## src/rtl/video_pkg.sv

```systemverilog
// Shared types and helpers for the raster timing engine.
package video_pkg;

    // One axis of raster timing: active, front porch, sync width, back porch.
    typedef struct packed {
        int unsigned active;
        int unsigned fp;
        int unsigned sync;
        int unsigned bp;
    } timing_t;

    typedef enum logic [1:0] {
        IDLE,
        RUN,
        DRAIN
    } vte_state_t;

    function automatic int unsigned timing_total(timing_t t);
        return t.active + t.fp + t.sync + t.bp;
    endfunction

    function automatic logic timing_valid(timing_t t);
        return (t.active != 0) && (t.fp != 0) && (t.sync != 0) && (t.bp != 0);
    endfunction

    // Counter width for an axis of 'total' positions; never narrower than 1 bit.
    function automatic int unsigned count_width(int unsigned total);
        return (total < 2) ? 1 : $clog2(total);
    endfunction

endpackage

```

## src/rtl/vte_delay_line.sv

```systemverilog
// Fixed-length register pipeline with asynchronous reset to a chosen value.
// STAGES=0 degenerates to a plain wire.
module vte_delay_line #(
    parameter int unsigned      WIDTH     = 4,
    parameter int unsigned      STAGES    = 2,
    parameter logic [WIDTH-1:0] RESET_VAL = '0
) (
    input  logic             clk,
    input  logic             rst_n,
    input  logic [WIDTH-1:0] d,
    output logic [WIDTH-1:0] q
);

    if (STAGES == 0) begin : g_wire
        logic unused_clk_rst;
        assign unused_clk_rst = clk ^ rst_n;
        assign q = d;
    end else begin : g_pipe
        logic [WIDTH-1:0] pipe [STAGES];

        // Shift the bundle one stage per clock; reset loads the inactive pattern.
        always_ff @(posedge clk or negedge rst_n) begin
            if (!rst_n) begin
                for (int unsigned i = 0; i < STAGES; i++) pipe[i] <= RESET_VAL;
            end else begin
                pipe[0] <= d;
                for (int unsigned i = 1; i < STAGES; i++) pipe[i] <= pipe[i-1];
            end
        end

        assign q = pipe[STAGES-1];
    end

endmodule

```

## src/rtl/video_timing_engine.sv

```systemverilog
// Raster timing generator: stage-0 counters and fb coordinates, sync/active/new-frame
// outputs delayed to line up with returned pixel data, run/stop at frame boundaries.
module video_timing_engine
    import video_pkg::*;
#(
    parameter int unsigned H_ACTIVE      = 1280,
    parameter int unsigned H_FP          = 110,
    parameter int unsigned H_SYNC        = 40,
    parameter int unsigned H_BP          = 220,
    parameter int unsigned V_ACTIVE      = 720,
    parameter int unsigned V_FP          = 5,
    parameter int unsigned V_SYNC        = 5,
    parameter int unsigned V_BP          = 20,
    parameter bit          HS_POL        = 1'b1,
    parameter bit          VS_POL        = 1'b1,
    parameter int unsigned FETCH_LATENCY = 2,
    parameter int unsigned SCALE_SHIFT   = 0,
    parameter int unsigned FC_WIDTH      = 6,
    localparam int unsigned H_TOTAL = H_ACTIVE + H_FP + H_SYNC + H_BP,
    localparam int unsigned V_TOTAL = V_ACTIVE + V_FP + V_SYNC + V_BP,
    localparam int unsigned HW      = video_pkg::count_width(H_TOTAL),
    localparam int unsigned VW      = video_pkg::count_width(V_TOTAL)
) (
    input  logic                clk_in,
    input  logic                rst_n_in,
    input  logic                en_in,
    output logic [HW-1:0]       hcount_out,
    output logic [VW-1:0]       vcount_out,
    output logic [HW-1:0]       fb_x_out,
    output logic [VW-1:0]       fb_y_out,
    output logic                fetch_out,
    output logic                hs_out,
    output logic                vs_out,
    output logic                ad_out,
    output logic                nf_out,
    output logic [FC_WIDTH-1:0] fc_out,
    output logic                running_out
);

    localparam timing_t H_TIM = '{active: H_ACTIVE, fp: H_FP, sync: H_SYNC, bp: H_BP};
    localparam timing_t V_TIM = '{active: V_ACTIVE, fp: V_FP, sync: V_SYNC, bp: V_BP};

    if (!timing_valid(H_TIM) || !timing_valid(V_TIM) || FETCH_LATENCY > 8) begin : g_param_check
        $error("video_timing_engine: timing parameters must be nonzero and FETCH_LATENCY <= 8");
    end

    localparam logic [HW-1:0] H_LAST = HW'(timing_total(H_TIM) - 1);
    localparam logic [VW-1:0] V_LAST = VW'(timing_total(V_TIM) - 1);
    localparam logic [HW-1:0] H_ACT  = HW'(H_TIM.active);
    localparam logic [VW-1:0] V_ACT  = VW'(V_TIM.active);
    localparam logic [HW-1:0] HS_BEG = HW'(H_TIM.active + H_TIM.fp);
    localparam logic [HW-1:0] HS_END = HW'(H_TIM.active + H_TIM.fp + H_TIM.sync);
    localparam logic [VW-1:0] VS_BEG = VW'(V_TIM.active + V_TIM.fp);
    localparam logic [VW-1:0] VS_END = VW'(V_TIM.active + V_TIM.fp + V_TIM.sync);

    vte_state_t          state, state_next;
    logic [HW-1:0]       h, h_next, h_adv;
    logic [VW-1:0]       v, v_next, v_adv;
    logic [FC_WIDTH-1:0] fc;
    logic                h_last, frame_end;
    logic                running, fetch0, hs0, vs0, nf0;
    logic [3:0]          delayed;

    assign h_last    = (h == H_LAST);
    assign frame_end = h_last && (v == V_LAST);
    assign h_adv     = h_last ? '0 : h + 1'b1;
    assign v_adv     = !h_last ? v : ((v == V_LAST) ? '0 : v + 1'b1);

    // State, raster position and frame counter registers.
    always_ff @(posedge clk_in or negedge rst_n_in) begin
        if (!rst_n_in) begin
            state <= IDLE;
            h     <= '0;
            v     <= '0;
            fc    <= '0;
        end else begin
            state <= state_next;
            h     <= h_next;
            v     <= v_next;
            if (nf0) fc <= fc + 1'b1;
        end
    end

    // Run/stop control: a stop request only takes effect once the current frame ends.
    always_comb begin
        state_next = state;
        h_next     = h;
        v_next     = v;
        case (state)
            IDLE: begin
                h_next = '0;
                v_next = '0;
                if (en_in) state_next = RUN;
            end
            RUN: begin
                h_next = h_adv;
                v_next = v_adv;
                if (!en_in) state_next = DRAIN;
            end
            DRAIN: begin
                h_next = h_adv;
                v_next = v_adv;
                if (en_in)          state_next = RUN;
                else if (frame_end) state_next = IDLE;
            end
            default: begin
                state_next = IDLE;
                h_next     = '0;
                v_next     = '0;
            end
        endcase
    end

    // Stage-0 region decode; everything reads inactive while idle.
    always_comb begin
        running = (state != IDLE);
        fetch0  = running && (h < H_ACT) && (v < V_ACT);
        hs0     = (running && (h >= HS_BEG) && (h < HS_END)) ? HS_POL : ~HS_POL;
        vs0     = (running && (v >= VS_BEG) && (v < VS_END)) ? VS_POL : ~VS_POL;
        nf0     = running && (h == H_ACT) && (v == V_ACT);
    end

    vte_delay_line #(
        .WIDTH     (4),
        .STAGES    (FETCH_LATENCY),
        .RESET_VAL ({1'b0, 1'b0, ~VS_POL, ~HS_POL})
    ) u_delay (
        .clk   (clk_in),
        .rst_n (rst_n_in),
        .d     ({nf0, fetch0, vs0, hs0}),
        .q     (delayed)
    );

    assign hcount_out  = h;
    assign vcount_out  = v;
    assign fb_x_out    = h >> SCALE_SHIFT;
    assign fb_y_out    = v >> SCALE_SHIFT;
    assign fetch_out   = fetch0;
    assign fc_out      = fc;
    assign running_out = running;
    assign {nf_out, ad_out, vs_out, hs_out} = delayed;

endmodule

```

## config.mk

```make
export PLATFORM = sky130hd
export DESIGN_NAME = video_timing_engine
export DESIGN_NICKNAME = d
export VERILOG_FILES = /design/src/rtl/video_pkg.sv /design/src/rtl/vte_delay_line.sv /design/src/rtl/video_timing_engine.sv
export SDC_FILE = /design/constraint.sdc
export NUM_CORES = 1
export LEC_CHECK = 0
export ABC_AREA = 0
export CAP_MARGIN = 20
export CORE_MARGIN = 4
export CORE_UTILIZATION = 38
export DETAILED_ROUTE_END_ITERATION = 10
export PLACE_DENSITY = 0.66
export SLEW_MARGIN = 20
export SYNTH_ARGS = -nofsm -noshare
export SYNTH_HDL_FRONTEND = slang
export SYNTH_SLANG_ARGS = --single-unit
```

## constraint.sdc

```tcl
create_clock -name clk_in -period 2.7 [get_ports clk_in]
set_input_delay 0.81 -clock clk_in [delete_from_list [all_inputs] [get_ports clk_in]]
set_output_delay 0.81 -clock clk_in [all_outputs]
set_load 0.005 [all_outputs]
```

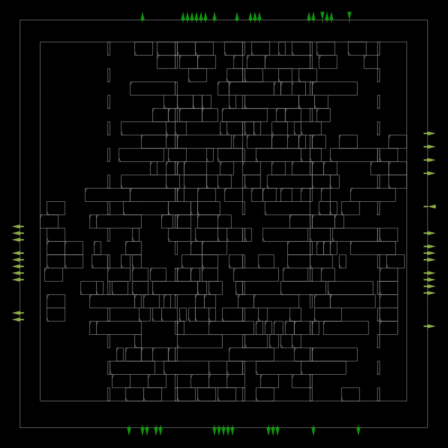
run_1/placement.png
Finished Layout Cells: 328
row cnt: 27

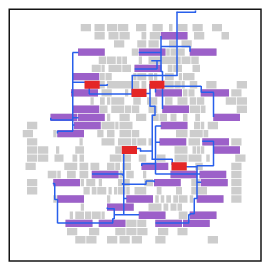
run_1/clk_routes.png
Scale: 3 px per micron.
Key: clock wires = blue [length 459 microns]; clock drivers = red [count 5]; flip-flops = purple [count 37]
There are 6 routed clock nets.
clk latency late pin: 0.28 ns
Clock Skews: 0.008202 ns
clock share of power: 30.1%
Clock group: 563 uW

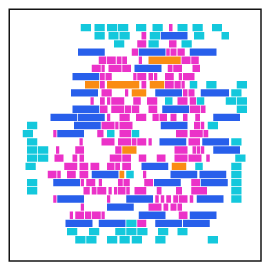
run_1/placement_by_type.png
Scale: 3 px per micron.
Key: sequential cells = blue [cells 37, share of their area 34%]; clock drivers and dummy loads = orange [cells 8, share of their area 4.9%]; remaining buffers and delay cells = cyan [cells 64, share of their area 23%]; combinational and other logic = magenta [cells 147, share of their area 38%]
flop share of the area: 33.11%
CORE AREA: 5507 sq um
post-route cell area: 2800 sq um

==> CHANGELOG.md, run 1 <==
### Implementation results

- Dpl ws: around 0.28 ns
- # setup viols final: 0
- Final Cycle Share: a little over nine tenths
- Slowest CP cell: clkdlybuf4s50_1
- Clk buf depth: 2
- Highest routed layer: met4
- Met1 usage: between 10% and 20%
- Crit Path Max Fanout: 6
- Synth Seq Share: 42.87%
- Initial DRC count: approximately 64
- Largest net degree at the start of global routing: 38
- Filler cells: 492
- Overall power: between 1.5 and 2 mW
- F_max: about 0.38 GHz
- Die Wd: around 83 microns
- CTS buffer count: 5
- Largest Pwr Group: registers
- Boundary pin count: between 50 and 60
- Pins Over Slew Limit: 0
- Metal-1 WL: between 2000 and 2500 microns
- Root Driver: clkbuf_8
- Finished Core Util: 50.85%
- Yosys stat cell total: approximately 210
- Avg WL per Cell: approximately 14 microns
- Post-synth ARST share: 100.0%
- Yosys top cell by area: dfrtp_1
- EDFF count, synth: 0
- Grt peak-use layer: met2
- Post-CTS Hold Buffers: 0
- Worst slew margin: between 60 and 70%
- H-tree levels: 2
- Routed wl met3: roughly 160 microns
- Placed instance area: between 2000 and 3000 sq um
- Setup TNS: 0 ns
- Gr ovfl total: 0
- CTS tree: built
- Worst hold slack: 0.3515 ns
- Tool warnings: 35
- Post-CTS Resized: 0
- Dominant synthesized flop cell: dfrtp_1
- Top cells by count: dfrtp_1 (37), buf_4 (21), nor2_1 (15)
- Top Layout Cells: clkdlybuf4s50_1 (56), dfrtp_1 (36), nor2_1 (15)
- WS Path Type: flop to output port
- Layout cells sized above 1: 10.16%
- Cell Chain, Critical Path: inv_1 -> ha_2 -> a21oi_1 -> and3_1 -> clkdlybuf4s50_1
- Cell Int Power: 1.271 mW
- P_comb: 651 uW
- Placed insts: 317
- Setup Buffers After CTS: 1
- Metal2 WL: 2197 microns
- Post-route ant nets: 0
- Run status: complete, no violations
- RSZ-0062 raised after global routing: no
- WL final: between 4000 and 5000 microns
- Port buffer count: around 56
- Synth area leaders: dfrtp_1 (43%), ha_1 (7.5%), buf_4 (7.3%), xor2_1 (4.5%), nor2_1 (2.6%)
- Hold Fails Final Rpt: 0
- Synthesized registers: 37
- Top cell area share: ~43%
- Met3 GRT Util: roughly 2.7%
- Switching Fraction: approximately a third
- Gp weighted congestion: around 0.82
- Syn Inst Count: between 200 and 250
- LEAKAGE: 1.212 nW
- Tmin final: about 2.6 ns
- Global-route wire length before repair: 7935 microns
- Worst path required time: between 1.5 and 2 ns
- Slowest stage delay, CP: 0.50 ns
==> run 1: registers in the layout, summed over array words and instances (netlist names) <==
register,cells
fb_x_out,11
fb_y_out,10
fc_out,6
u_delay.g_pipe.pipe,4
u_delay.q,4
state,2
==> run 1: path summary, 6_finish.rpt <==
path,from,end,cells past startpoint
min in group asynchronous,rst_n_in,fb_y_out[9]$_DFFE_PN0P_,2
setup reg to reg,fb_x_out[8]$_DFF_PN0_,state[0]$_DFFE_PN0P_,5
hold reg to reg,u_delay.g_pipe.pipe[7]$_DFF_PN0_,u_delay.q[3]$_DFF_PN0_,0
max in group asynchronous,rst_n_in,fb_y_out[7]$_DFFE_PN0P_,2
setup / recovery,state[1]$_DFFE_PN0P_,fetch_out,5
hold / removal,u_delay.g_pipe.pipe[7]$_DFF_PN0_,u_delay.q[3]$_DFF_PN0_,0
==> run 1: worst max-delay path, delay by kind of cell, from the launching register on <==
kind	cells	cell delay [ns]
flops	1	0.39
fa+ha+maj	1	0.22
buf+inv	2	0.60
simple gates	1	0.19
compound gates	1	0.12
==> run 1: logic make-up (layout without fill, tap and decap cells) <==
group                      count (synthesis)  after routing  share of synthesized area (%)
xor gates and xnor gates                  15             15                          6.083
buffers and inverters                     43             85                          11.94
adders and majority gates                 13             13                          7.532
AOI/OAI and AO/OA                         27             27                          9.386
muxes                                      4              4                          2.028
and+or+nand+nor                           75             75                          20.16
DFF                                       37             37                          42.87
==> run 1: cell type report <==
| cell class | count | area, sq um | share of cell area, % |
|---|---|---|---|
| multi-input combinational | 134 | 979.7 | 34.99 |
| sequential | 37 | 927.1 | 33.11 |
| timing repair buffer | 64 | 620.6 | 22.16 |
| tap | 72 | 90.09 | 3.217 |
| clock buffer | 5 | 68.82 | 2.458 |
| clock inverter | 3 | 65.06 | 2.323 |
| inverter | 13 | 48.80 | 1.743 |
==> run 2, diff against run 1 <==
- SETUP_SLACK_MARGIN: unset -> 0.02
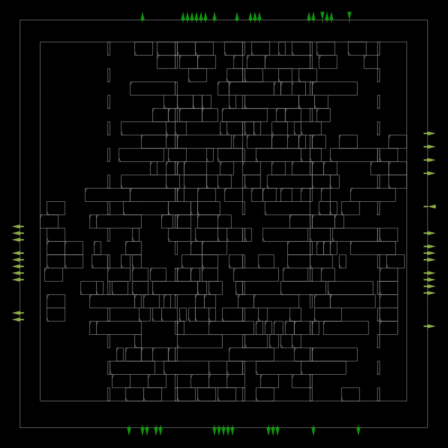
run_2/placement.png
n_taps: 72
Finished Core Util: 50.85%
Filler cells: 492
flop count: 37

==> run 2 against run 1 <==
Effect of this change:
- clock power about the same
- worst setup slack unchanged
- sequential power about the same
- sequential share of layout area unchanged
- first-iteration DRC count unchanged
- fmax unchanged
- critical path type unchanged
- sequential cell count unchanged
- combinational power about the same
- highest routed layer unchanged
- routed wire length unchanged
==> CHANGELOG.md, run 2 <==
### Implementation results

- Syn Inst Count: 214 (unchanged)
- CP endpoint kind: output port
- Detailed placer's ending HPWL: between 3000 and 4000 microns
- Max reg flops: 11 (unchanged)
- Ant. Diodes: 0
- Boundary pin count: 57 (unchanged)
- Logic pwr share: a little over a third
- Routed wl met3: 161 microns (unchanged)
- Gp weighted congestion: 0.8167 (unchanged)
- Yosys chip area: 2160 sq um
- H-tree levels: 2 (unchanged)
- And+or+nand+nor area frac: 20.16% (unchanged)
- Synth unique cells: 44
- Worst vdd ir: ~0.00038 V
- Max cap viols: 0
- Setup TNS: 0 ns (unchanged)
- Global Route met2 Usage: a little under a quarter
- Slowest stage delay, CP: 0.50 ns (about the same)
- Met3 GRT Util: 2.679% (unchanged)
- Clock Skews: 0.008202 ns (unchanged)
- Gr ovfl total: 0 (unchanged)
- Reg-to-Reg End: state[0]$_DFFE_PN0P_
- Clock group: 563 uW (about the same)
- Worst-path clk slew: 0.07 ns
- Yosys stat cell total: 214 (unchanged)
- Post-Syn Area: between 2000 and 2500 sq um
- Clk latency late pin: 0.28 ns (about the same)
- F_max: 0.3820 GHz (unchanged)
- Adder Area Share: 7.532% (unchanged)
- Crit Path Max Fanout: 6 (unchanged)
- RSZ-0062 raised after global routing: no
- Most numerous cell in the Yosys netlist: dfrtp_1
- CTS tree: built
- Layout area overhead: 29.66%
- Worst slew margin: 68.91% (unchanged)
- Cell Int Power: 1.271 mW (unchanged)
- WHS Endpoint: u_delay.q[3]$_DFF_PN0_
- LEAKAGE: 1.212 nW (unchanged)
- Top cell area share: 42.87% (unchanged)
- Root Driver: clkbuf_8
- Tot GR Track Use: between 10% and 20%
- Clk buf depth: 2 (unchanged)
- Synthesized registers: 37 (unchanged)
- XORs/XNORs by Area: 6.083% (unchanged)
- Avg WL per Cell: 14.32 microns (unchanged)
- Tmin final: 2.618 ns (unchanged)
- Layout Nets: approximately 270
- Placed insts: 317 (unchanged)
- Tool warnings: 35 (unchanged)
- Worst path bufs/invs: 2 (unchanged)
- Die H: 83.39 microns
- P_comb: 651 uW (about the same)
- Row cnt: 27 (unchanged)
- Largest Pwr Group: registers
- Post-synth ARST share: 100.0% (unchanged)
- Pre-Place Util: 39.22%
- Post-route ant nets: 0 (unchanged)
- Final Cycle Share: 96.95% (unchanged)
- Top comb family, area: simple AND/OR/NAND/NOR gates
- Syn_nets: ~230
- Initial antenna violation count: 0
- Pins Over Slew Limit: 0 (unchanged)
- Total clock sinks: 37
- Run status: complete, no violations
- Slowest CP cell: clkdlybuf4s50_1
- Net Sw Power: between 600 and 700 uW
- Overall power: 1.872 mW (unchanged)
- Total vias in the final route: 1,656
- Vias in the first global route: between 1.5k and 2k
- Initial DRC count: 64 (unchanged)
- Largest net degree at the start of global routing: 38 (unchanged)
- Reg-to-Reg Start: fb_x_out[8]$_DFF_PN0_
- Dominant synthesized flop cell: dfrtp_1
- Grt peak-use layer: met2
- Synth Seq Share: 42.87% (unchanged)
- Hold Fails Final Rpt: 0 (unchanged)
- Cell Chain, Critical Path: inv_1 -> ha_2 -> a21oi_1 -> and3_1 -> clkdlybuf4s50_1
- Pwr Density: around 670 nW/um^2
- Layout cells sized above 1: 10.16% (unchanged)
- Aoi share: 9.386% (unchanged)
- Die Wd: 83.39 microns (unchanged)
- R2r setup slk: approximately 0.52 ns
- Placed instance area: 2639 sq um (unchanged)
- Clock share of power: 30.1% (about the same)
- WL final: 4698 microns (unchanged)
- Met1 usage: 18.29% (unchanged)
- Synth area leaders: dfrtp_1 (43%), ha_1 (7.5%), buf_4 (7.3%), xor2_1 (4.5%), nor2_1 (2.6%)
- Top cell excl fill/tap: clkdlybuf4s50_1
- Metal-1 WL: 2300 microns (unchanged)
- Port buffer count: 56 (unchanged)
- Switching Fraction: 32.10% (unchanged)
- Vias per cell: 5.049
- Metal2 WL: 2197 microns (unchanged)
- First drt pass iteration count: 4
- Die ar.: between 6000 and 7000 sq um
- Crit-path leading delay family: buffers and inverters
- CORE AREA: 5507 sq um (unchanged)
- Top cells by count: dfrtp_1 (37), buf_4 (21), nor2_1 (15)
- Top Layout Cells: clkdlybuf4s50_1 (56), dfrtp_1 (36), nor2_1 (15)
- Flop pwr share: approximately a third
- Worst path required time: 1.89 ns (about the same)
- Worst hold start: u_delay.g_pipe.pipe[7]$_DFF_PN0_
- Post-route cell area: 2800 sq um (unchanged)
- Worst reg-to-reg path cell count: 5 (unchanged)
- EDFF count, synth: 0 (unchanged)
- Yosys warns: 0
- CP startpoint kind: flop
- CP Data Arrival Time: 1.81 ns
- CTS buffer count: 5 (unchanged)
- Worst-margin pin slew: ~0.47 ns
- Hold Path Cell Cnt: 0 (unchanged)
- Tightest Hold Check Type: flop to flop
- Mux share: 2.028% (unchanged)
- Remaining DRCs: 0
- WS Path Type: flop to output port
- Highest routed layer: met4
- Synth Area per Inst: approximately 10 sq um
- # setup viols final: 0 (unchanged)
- Finished Layout Cells: 328 (unchanged)
- Yosys top cell by area: dfrtp_1
- Global-route wire length before repair: 7935 microns (unchanged)
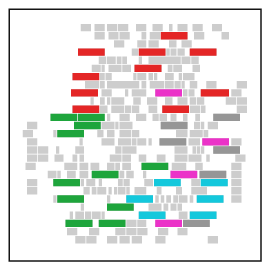
run_2/flops_by_reg.png
Scale: 3 px per micron. Other sequential cells in the stronger gray, the rest of the logic in the fainter gray.
Key: `fb_x_out` = green [sequential cells 11]; `fc_out` = cyan [sequential cells 6]; `fb_y_out` = red [sequential cells 10]; `u_delay.g_pipe.pipe` = magenta [sequential cells 4]
Another 6 sequential cells are not colored.
P_seq: 658 uW
Flop area: 927.1 sq um

[run 2: cell counts after synthesis]
Identical to the previous run, type by type.
[run 2: area by class of cell]
type | count | area [sq um] | share of cell area [%]
inverter | 13 | 48.80 | 1.743
timing repair buffer | 64 | 620.6 | 22.16
multi-input combinational | 134 | 979.7 | 34.99
tap | 72 | 90.09 | 3.217
clock buffer | 5 | 68.82 | 2.458
sequential | 37 | 927.1 | 33.11
clock inverter | 3 | 65.06 | 2.323
[run 2: cells by family (layout without fill, tap and decap cells)]
group,count (synthesis),count (layout)
xor gates and xnor gates,15,15
muxes,4,4
DFF,37,37
adders and majority gates,13,13
buffers and inverters,43,85
and+or+nand+nor,75,75
AOI/OAI and AO/OA,27,27
[run 2: repair_timing]
| item | in CTS | in global routing |
|---|---|---|
| setup endpoints to repair | 1 | 1 |
| gates resized | 1 | 2 |
| setup buffers | 1 | 2 |
| pin swaps | 0 | 0 |
| hold buffers | 0 | 0 |
| hold endpoints to repair | 0 | 0 |
[run 2: worst max path at each step]
stage / slack, ns / startpoint / depth (start not counted) / to
4_1_cts: 0.02 / fb_y_out[8]$_DFFE_PN0P_ / 4 / fetch_out
5_1_grt: 0.002 / state[1]$_DFFE_PN0P_ / 5 / fetch_out
3_5_place_dp: 0.28 / state[0]$_DFFE_PN0P_ / 5 / fetch_out
3_3_place_gp: 0.35 / state[0]$_DFFE_PN0P_ / 5 / fetch_out
6_report: 0.08 / state[1]$_DFFE_PN0P_ / 5 / fetch_out
2_1_floorplan: 0.75 / fb_x_out[3]$_DFF_PN0_ / 5 / state[0]$_DFFE_PN0P_
[run 2: through the flow]
step                worst slack [ns]  hold slack, ns
finish                       0.08241          0.3515
global route                0.001754          0.3575
CTS                          0.02225          0.3522
detailed placement            0.2784          0.3347
global placement              0.3458          0.3336
floorplan                     0.7537          0.3312
run_2/placement_by_type.png
Scale: 3 px per micron.
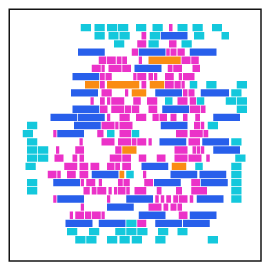

==> run 3, diff against run 2 <==
- CORE_UTILIZATION: 38 -> 44
- PLACE_DENSITY: 0.66 -> 0.77
- clock period: 2.7 -> 2.4 ns (I/O delays scaled with it)
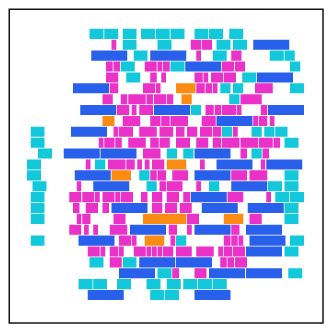
run_3/placement_by_type.png
Scale: 4 px per micron.
CORE AREA: 4723 sq um
Finished Core Util: 60.11%
flop share of the area: 32.61%

==> run 3 against run 2 <==
Effect of this change:
- count of clock-buffer cells in the layout stayed put
- critical path type unchanged
- routed wire length is 2.9% higher
- core utilization up 9.3 points
- sequential power is 9.7% higher
- worst hold slack about the same
- largest power group is now combinational logic
- register-to-register slack got worse by 0.21 ns
- via count is 4.2% higher
- die area decreased by 12%
- first-iteration DRC count grew 81%
- highest routed layer unchanged
- sequential cell count is the same
- cell count increased by 1.2%
==> CHANGELOG.md, run 3 <==
### Implementation results

- Synth area leaders: dfrtp_1 (43%), ha_1 (7.5%), buf_4 (7.3%), xor2_1 (4.5%), nor2_1 (2.6%)
- Slowest CP cell: clkdlybuf4s50_1
- Routed wl met3: 183 microns (+14%)
- Dominant synthesized flop cell: dfrtp_1
- Yosys stat cell total: 214 (unchanged)
- Row cnt: 25 (-7.4%)
- Crit-path leading delay family: buffers and inverters
- Global Route met2 Usage: 28.25% (+5.7 points)
- Avg WL per Cell: 14.56 microns (+1.7%)
- Yosys top cell by area: dfrtp_1
- Top cell excl fill/tap: clkdlybuf4s50_1
- Setup Buffers After CTS: 6 (+5)
- Max cap viols: 0 (unchanged)
- Vias in the first global route: 1,675 (+2.7%)
- Clock Skews: 0.01034 ns (+0.002141 ns)
- Total clock sinks: 37 (unchanged)
- Post-CTS Resized: 2 (+1)
- Initial DRC count: 116 (+81%)
- Finished Layout Cells: 332 (+1.2%)
- Layout cells sized above 1: 12.45% (+2.3 points)
- Met3 GRT Util: 3.555% (+0.88 points)
- Synth Seq Share: 42.87% (unchanged)
- # setup viols final: 0 (unchanged)
- Run status: complete, no violations
- Worst vdd ir: 0.0004418 V (+17%)
- Top cells by count: dfrtp_1 (37), buf_4 (21), nor2_1 (15)
- Most frequent CP cell: inv_1
- Hold Fails Final Rpt: 0 (unchanged)
- Grt peak-use layer: met2
- CP Data Arrival Time: 1.58 ns (-0.23 ns)
- Yosys warns: 0 (unchanged)
- Post-route ant nets: 0 (unchanged)
- LEAKAGE: 1.250 nW (+3.1%)
- P_seq: 722 uW (+9.7%)
- Tot GR Track Use: 17.38% (+3.8 points)
- CTS tree: built
- Largest Pwr Group: combinational logic
- Global-route wire length before repair: 8493 microns (+7.0%)
- Filler cells: 408 (-17%)
- Metal2 WL: 2369 microns (+7.8%)
- Synth Area per Inst: 10.09 sq um (unchanged)
- Setup TNS: 0 ns (unchanged)
- Largest net degree at the start of global routing: 38 (unchanged)
- RSZ-0062 raised after global routing: no
- Worst path required time: 1.68 ns (-0.21 ns)
- Flop pwr share: 35.5% (+0.4 points)
- Gp weighted congestion: 0.8537 (+4.5%)
- Tool warnings: 35 (unchanged)
- Layout area overhead: 31.46%
- Max reg flops: 11 (unchanged)
- Met1 usage: 23.20% (+4.9 points)
- Root Driver: clkbuf_8
- Initial antenna violation count: 0 (unchanged)
- Comb area: 978.4 sq um (-0.13%)
- Worst path bufs/invs: 4 (+2)
- Worst-path clk slew: 0.08 ns (about the same)
- Synth unique cells: 44 (unchanged)
- Final Cycle Share: 96.04%
- CP startpoint kind: flop
- Total vias in the final route: 1,725 (+4.2%)
- Tightest Hold Check Type: flop to flop
- Crit Path Max Fanout: 5 (-1)
- Clk buf depth: 2 (unchanged)
- Top Layout Cells: clkdlybuf4s50_1 (55), dfrtp_1 (37), buf_4 (17)
- Switching Fraction: 34.23% (+2.1 points)
- Ant. Diodes: 0 (unchanged)
- Highest routed layer: met4
- Detailed placer's ending HPWL: 3380 microns (+1.9%)
- Die H: 78.06 microns (-6.4%)
- WL final: 4835 microns (+2.9%)
- Cell Chain, Critical Path: inv_1 -> ha_2 -> buf_4 -> inv_1 -> clkdlybuf4s50_1
- Gr ovfl total: 0 (unchanged)
- Cell Int Power: 1.336 mW (+5.2%)
- Post-synth ARST share: 100.0% (unchanged)
- Die ar.: 6093 sq um (-12%)
- Pwr Density: 715.7 nW/um^2 (+7.1%)
- Tmin final: ~2.3 ns
- Post-Syn Area: 2160 sq um (unchanged)
- CP endpoint kind: output port
- CTS buffer count: 5 (unchanged)
- Slowest stage delay, CP: 0.49 ns (about the same)
- WS Path Type: flop to output port
- Metal-1 WL: 2208 microns (-4.0%)
- Post-CTS Hold Buffers: 0 (unchanged)
- Top cell area share: 42.87% (unchanged)
- Syn_nets: 230 (unchanged)
- Clock share of power: 27.0% (-3.1 points)
- Vias per cell: 5.196 (+2.9%)
- Logic pwr share: 37.5% (+2.7 points)
- Synthesized registers: 37 (unchanged)
- Remaining DRCs: 0 (unchanged)
- Clk latency late pin: 0.29 ns (about the same)
- Worst-margin pin slew: 0.4750 ns (+0.008590 ns)
- Net Sw Power: 695.5 uW (+16%)
- Placed insts: 318 (+0.32%)
- First drt pass iteration count: 4 (unchanged)
- H-tree levels: 2 (unchanged)
- Layout Nets: 280 (+3.3%)
- Yosys chip area: 2160 sq um (unchanged)
- Clock group: 549 uW (-2%)
- F_max: between 0.4 and 0.5 GHz
- Pins Over Slew Limit: 0 (unchanged)
- Most numerous cell in the Yosys netlist: dfrtp_1
- P_comb: 761 uW (+17%)
- EDFF count, synth: 0 (unchanged)
- Syn Inst Count: 214 (unchanged)
- Worst slew margin: 67.89% (-1.0 points)
- Pre-Place Util: 45.72% (+6.5 points)
- Die Wd: 78.06 microns (-6.4%)
- Flop area: 925.9 sq um (-0.13%)
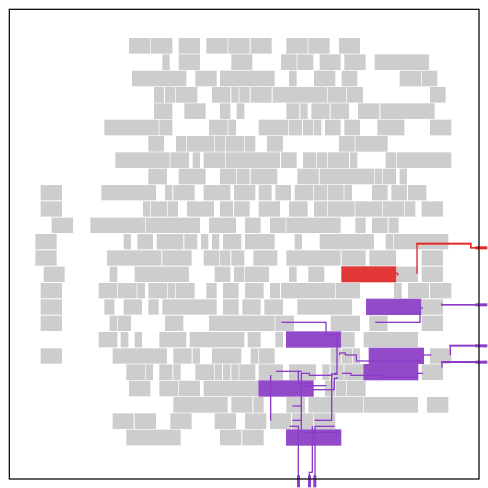
run_3/io_fan.png
Scale: 6 px per micron.
Key: `vs_out` = red [bits 1, direction output, end cells 1, buffers 1, wire 16.3 microns]; `fc_out` = purple [bits 6, direction output, end cells 6, buffers 6, wire 172 microns]
boundary pin count: 57
port buffer count: 56

[run 3: stage by stage]
stage	power (mW)	setup slack [ns]	hold slack [ns]	cell area (sq um)
after floorplan	1.171	0.4537	0.3312	2160
after global placement	1.443	0.1848	0.3333	2678
after detailed placement	1.476	0.1266	0.3347	2678
after CTS	2.046	0.05721	0.3530	2836
after global routing	2.182	0.02862	0.3583	2839
final	2.032	0.09508	0.3515	2839
[run 3: cell families after synthesis]
family | after synthesis | share of synthesized area (%)
flip-flops | 37 | 42.87
AND/OR/NAND/NOR | 75 | 20.16
adder cells (fa/ha/maj) | 13 | 7.532
XOR/XNOR | 15 | 6.083
multiplexers | 4 | 2.028
buffers and inverters | 43 | 11.94
AND-OR/OR-AND | 27 | 9.386
[run 3: area by class of cell]
type | instances | share of cell area [%]
timing repair buffer | 73 | 24.20
clock inverter | 3 | 1.631
multi-input combinational | 134 | 34.46
tap | 67 | 2.953
clock buffer | 5 | 2.424
inverter | 13 | 1.719
sequential | 37 | 32.61
[run 3: worst paths after layout]
| check | start | slack [ns] | depth (start not counted) | end |
|---|---|---|---|---|
| worst max-delay path | state[1]$_DFFE_PN0P_ | 0.1 | 5 | running_out |
| worst min-delay path | u_delay.g_pipe.pipe[7]$_DFF_PN0_ | 0.35 | 0 | u_delay.q[3]$_DFF_PN0_ |
| worst max register to register | fb_y_out[1]$_DFFE_PN0P_ | 0.31 | 6 | fc_out[1]$_DFFE_PN0P_ |
| worst min register to register | u_delay.g_pipe.pipe[7]$_DFF_PN0_ | 0.35 | 0 | u_delay.q[3]$_DFF_PN0_ |
| max in group asynchronous | rst_n_in | 1.21 | 2 | fb_y_out[3]$_DFFE_PN0P_ |
| min in group asynchronous | rst_n_in | 0.83 | 2 | fb_y_out[9]$_DFFE_PN0P_ |
No activity file was given, so power comes from the tool's default toggle rates.
